**config.mk**
```make
export PLATFORM = sky130hd
export DESIGN_NAME = restoring_divider
export DESIGN_NICKNAME = d
export VERILOG_FILES = /design/src/rtl/restoring_divider.sv
export SDC_FILE = /design/constraint.sdc
export NUM_CORES = 1
export LEC_CHECK = 0
export ABC_CLOCK_PERIOD_IN_PS = 3060
export CORE_MARGIN = 2
export CORE_UTILIZATION = 35
export DETAILED_ROUTE_END_ITERATION = 6
export HOLD_SLACK_MARGIN = 0.15
export RECOVER_POWER = 25
export SLEW_MARGIN = 20
export SYNTH_ARGS = -nofsm -noshare
export SYNTH_HDL_FRONTEND = slang
export SYNTH_SLANG_ARGS = --single-unit
export TNS_END_PERCENT = 5
```
**constraint.sdc**
```tcl
create_clock -name clk -period 3.06 [get_ports clk]
set_input_delay 0.459 -clock clk [delete_from_list [all_inputs] [get_ports clk]]
set_output_delay 0.459 -clock clk [all_outputs]
set_load 0.005 [all_outputs]
```
**src/rtl/restoring_divider.sv**
```systemverilog
`default_nettype none
// ============================================================================
// Module      : restoring_divider
// Description : Sequential unsigned N-bit restoring divider, one quotient bit
//               per clock, with divide-by-zero short path.
// Revision    : 1.0 - initial release
// ============================================================================
module restoring_divider #(
    parameter int N = 8
) (
    input  logic         clk,
    input  logic         rst_n,
    input  logic         start,
    input  logic [N-1:0] dividend,
    input  logic [N-1:0] divisor,
    output logic         busy,
    output logic         done,
    output logic [N-1:0] quotient,
    output logic [N-1:0] remainder,
    output logic         div_by_zero
);

    localparam logic [1:0] c_idle = 2'd0;
    localparam logic [1:0] c_calc = 2'd1;
    localparam logic [1:0] c_done = 2'd2;

    localparam int              c_cnt_w    = $clog2(N + 1);
    localparam logic [c_cnt_w-1:0] c_cnt_last = c_cnt_w'(N - 1);
    localparam logic [c_cnt_w-1:0] c_cnt_one  = c_cnt_w'(1);

    logic [1:0]         r_state;
    logic [1:0]         w_next;
    logic [N-1:0]       r_r;
    logic [N-1:0]       r_q;
    logic [N-1:0]       r_d;
    logic [c_cnt_w-1:0] r_cnt;
    logic               r_dbz;
    logic               r_done;
    logic [N-1:0]       r_quotient;
    logic [N-1:0]       r_remainder;
    logic               r_div_by_zero;

    logic [N:0]         w_rs;
    logic [N:0]         w_nd;
    logic [N:0]         w_t;
    logic               w_cout;

    // Partial remainder is always < 2*D, so the N+1-bit difference never
    // wraps and its sign bit is exactly the inverted carry-out.
    assign w_rs   = {r_r, r_q[N-1]};
    assign w_nd   = ~{1'b0, r_d};
    assign w_t    = w_rs + w_nd + {{N{1'b0}}, 1'b1};
    assign w_cout = ~w_t[N];

    always_ff @(posedge clk) begin
        if (!rst_n) begin
            r_state <= c_idle;
        end else begin
            r_state <= w_next;
        end
    end

    always_comb begin
        w_next = r_state;
        case (r_state)
            c_idle: begin
                if (start) begin
                    w_next = (divisor == '0) ? c_done : c_calc;
                end
            end
            c_calc: begin
                if (r_cnt == c_cnt_last) begin
                    w_next = c_done;
                end
            end
            c_done:  w_next = c_idle;
            default: w_next = c_idle;
        endcase
    end

    always_ff @(posedge clk) begin
        if (!rst_n) begin
            r_r           <= '0;
            r_q           <= '0;
            r_d           <= '0;
            r_cnt         <= '0;
            r_dbz         <= 1'b0;
            r_done        <= 1'b0;
            r_quotient    <= '0;
            r_remainder   <= '0;
            r_div_by_zero <= 1'b0;
        end else begin
            r_done <= 1'b0;
            case (r_state)
                c_idle: begin
                    if (start) begin
                        r_d   <= divisor;
                        r_cnt <= '0;
                        // Zero divisor preloads the final result so the
                        // DONE edge publishes it unchanged.
                        if (divisor == '0) begin
                            r_q   <= '1;
                            r_r   <= dividend;
                            r_dbz <= 1'b1;
                        end else begin
                            r_q   <= dividend;
                            r_r   <= '0;
                            r_dbz <= 1'b0;
                        end
                    end
                end
                c_calc: begin
                    r_r   <= w_cout ? w_t[N-1:0] : w_rs[N-1:0];
                    r_q   <= {r_q[N-2:0], w_cout};
                    r_cnt <= r_cnt + c_cnt_one;
                end
                c_done: begin
                    r_quotient    <= r_q;
                    r_remainder   <= r_r;
                    r_div_by_zero <= r_dbz;
                    r_done        <= 1'b1;
                end
                default: ;
            endcase
        end
    end

    assign busy        = (r_state != c_idle);
    assign done        = r_done;
    assign quotient    = r_quotient;
    assign remainder   = r_remainder;
    assign div_by_zero = r_div_by_zero;

endmodule
`default_nettype wire
```
==> flow_summary.json <==
{
  "largest_class": "logic gates",
  "dp.cells": 409,
  "flop_cell": "dfxtp_1",
  "synth_flops": 49,
  "seq_share": 0.331,
  "finalClockPeriodUsage": 0.813,
  "finalHoldViolCount": 0,
  "startpoint_type": "input port",
  "ys_sh_adder": 0.0552,
  "antenna_left": 0,
  "grtUsageMet1": 0.236,
  "syn_to_final_growth_pct": 23.2,
  "r2r-start": "r_r[3]",
  "rows": 30,
  "yosysTopAreaCell": "dfxtp_1",
  "synth_nets": 336,
  "yosysTopAreaCellShare": 0.408,
  "wl_met3_um": 283,
  "die_area_um2": 7550,
  "crit_path_start": "rst_n",
  "comb.multi_input.count": 225,
  "warning_count": 26,
  "clock.fmax_ghz": 0.402,
  "grt_first_pass_wirelength_mm": 9.69,
  "cp_slowest_cell": "clkbuf_1",
  "setup_viol": 0,
  "comb_area_share": 0.436,
  "whs_ns": 0.458,
  "top_layer": "met4",
  "postCtsSetupBuffers": 0,
  "crit_type": "input port to register",
  "taps": 80,
  "p_sw_uw": 500,
  "cp_num_cells": 7,
  "n_all_buffers": 43,
  "yosysMostFrequentCell": "nand2_1",
  "wl_met2_mm": 2.55,
  "drive_gt1_frac": 0.0504,
  "worst_slew_pin_slew_ns": 0.776,
  "fin_cells": 417,
  "max_stage_delay_ns": 0.59,
  "ys_sh_aoi": 0.234,
  "antenna_found_initial": 0,
  "whs_path_depth": 2,
  "design_area_um2": 2960,
  "slew_viol_final": 0,
  "antenna_cells": 0,
  "ys_area_um2": 2400,
  "async_flop_share": 0,
  "cap_violations": 0,
  "clk_pin_slew_ns": 0.09,
  "rr_worst_depth": 6,
  "rrSetupSlack_ns": 0.66,
  "syn-cell-area_um2": 2400,
  "logic_family": "AND-OR/OR-AND gates",
  "multiInputGateArea_um2": 1290,
  "crit_end": "r_r[2]",
  "setup_tns_ns": 0,
  "ys_types": 45,
  "ys_cells": 307,
  "io_buffers": 37,
  "crit_fanout": 26,
  "reg2reg_to": "r_r[7]",
  "mux_share": 0,
  "critPathCaptureType": "register",
  "cts_tree": "built",
  "ys_warn_count": 0,
  "initCoreUtil": 0.358,
  "io_pins": 38,
  "dr.pass1.iters": 4,
  "grt-ovfl-total": 0,
  "grt_util_met3": 0.0360,
  "dp_hpwl_mm": 4.17,
  "setup_ws_ns": 0.571,
  "core_area_um2": 6720,
  "drtIter0Drc": 164,
  "internal_power_uw": 1170,
  "p_leak_uw": 0.00104,
  "post-place-ws_ns": 0.673,
  "grt.total_usage": 0.162,
  "clk_share": 0.0465,
  "nonClkBufAreaFrac": 0.138,
  "cp.arrival_ns": 2.73,
  "clock-root-buffer": "clkbuf_8",
  "finalClockSkew_ns": 0.0144,
  "hold_path.class": "register to register",
  "clock_path_buffers": 2,
  "p_clk_frac": 0.340,
  "clock.latency.late_pin_ns": 0.32,
  "met1_length_mm": 2.93,
  "syn_area_per_cell_um2": 7.83,
  "ys_seq_frac": 0.408,
  "grt_start_max_net_pins": 27,
  "slew_headroom": 0.483,
  "path_delay_family": "buffers and inverters",
  "min_period_ns": 2.49,
  "drc_errors": 0,
  "edf_count": 0,
  "critPathBufInv": 4,
  "postSynthCellCount": 307,
  "finalPower_uw": 1670,
  "p_comb_frac": 0.236,
  "rsz0062_at_grt": "false",
  "wire_per_inst_um": 14.1,
  "final_nets": 365,
  "cts_resized": 0,
  "synth-simple-area-share": 0.229,
  "ys_sh_xor": 0.0182,
  "gp_congestion": 0.774,
  "crit_chain": "dlygate4sd3_1 -> clkbuf_1 -> clkinv_1 -> buf_4 -> nor2_1 -> a32oi_1 -> o21ai_1",
  "grt_pass1_vias": 1956,
  "fin_util": 0.441,
  "seq_area_um2": 981,
  "top_cells_by_count": "73 x nand2_1, 49 x dfxtp_1, 42 x a21oi_1",
  "inv_count": 12,
  "p_per_area_nw_per_um2": 563,
  "worstHoldStart": "r_d[5]",
  "seq_power_share": 0.424,
  "grt-busiest-layer": "met2",
  "dpl-instance-area_um2": 2830,
  "outcome": "completed",
  "n_fill_cell": 683,
  "required_ns": 3.30,
  "whs_endpoint": "r_d[5]",
  "top_cells_by_area": "dfxtp_1 41%, nand2_1 11%, a21oi_1 8.7%",
  "hold_buffers": 0,
  "via_per_inst": 5.22,
  "cts_max_level": 2,
  "switching_share": 0.300
}
[cell usage in the layout (no fill, tap or decap), drive strengths merged, types with 3 or more instances in the layout]
cell / n
a21o: 3
a21oi: 42
a32oi: 3
buf: 4
clkbuf: 7
clkdlybuf4s50: 36
dfxtp: 49
ha: 9
inv: 12
nand2: 73
nand2b: 4
nand3: 12
nand4: 3
nor2: 17
nor2b: 3
nor3: 3
nor4: 3
o21ai: 9
o221ai: 11
xnor2: 3
[worst register-to-register path: stages (launching register included)]
cell	delay, ns
dfxtp_1	0.36
ha_1	0.40
a21o_1	0.22
or4_4	0.50
o221ai_4	0.44
nor2_1	0.10
a311o_1	0.29
[power by group through the flow]
stage	registers [uW]	logic (uW)	clock network (uW)
floorplan	709	309	0
global placement	720	387	0
detailed placement	721	389	0
CTS	707	392	574
global route	713	438	600
finish	708	393	566
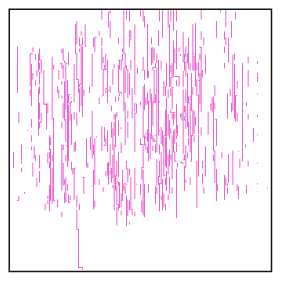
*Met2 routing*
(3 px per um)
nets with wire on the layer	274
wire length on this layer	2550 um
share of all routed wire	44%
longest straight run	32.6 um
final wirelength: 5.86 mm
Vias: 2175
Global Route met2 Usage: 0.237

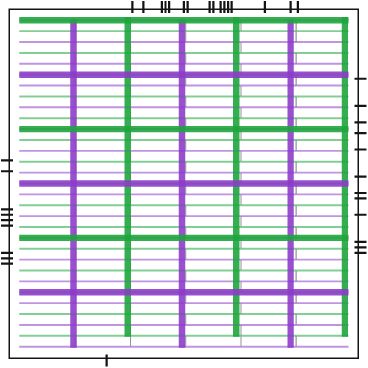
*PDN straps and rails*
(4 px per um) Pins as bars on the die edge. Tap cells in gray.
net	color
VSS	purple
VDD	green
signal pins	38
met5 straps	6
tap cells	80
die x size: 86.9 um
VDD IR max: 0.000258 V
die height: 86.9 um

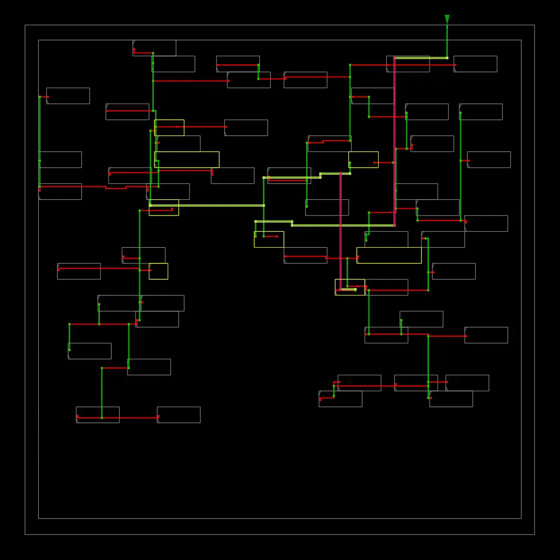
*Clock nets*
FFs & Latches: 49
CTS Buf Count: 5
Sink Count: 49
clock buffer count: 5
Clock group: 566 uW

No activity file was given, so power comes from the tool's default toggle rates.
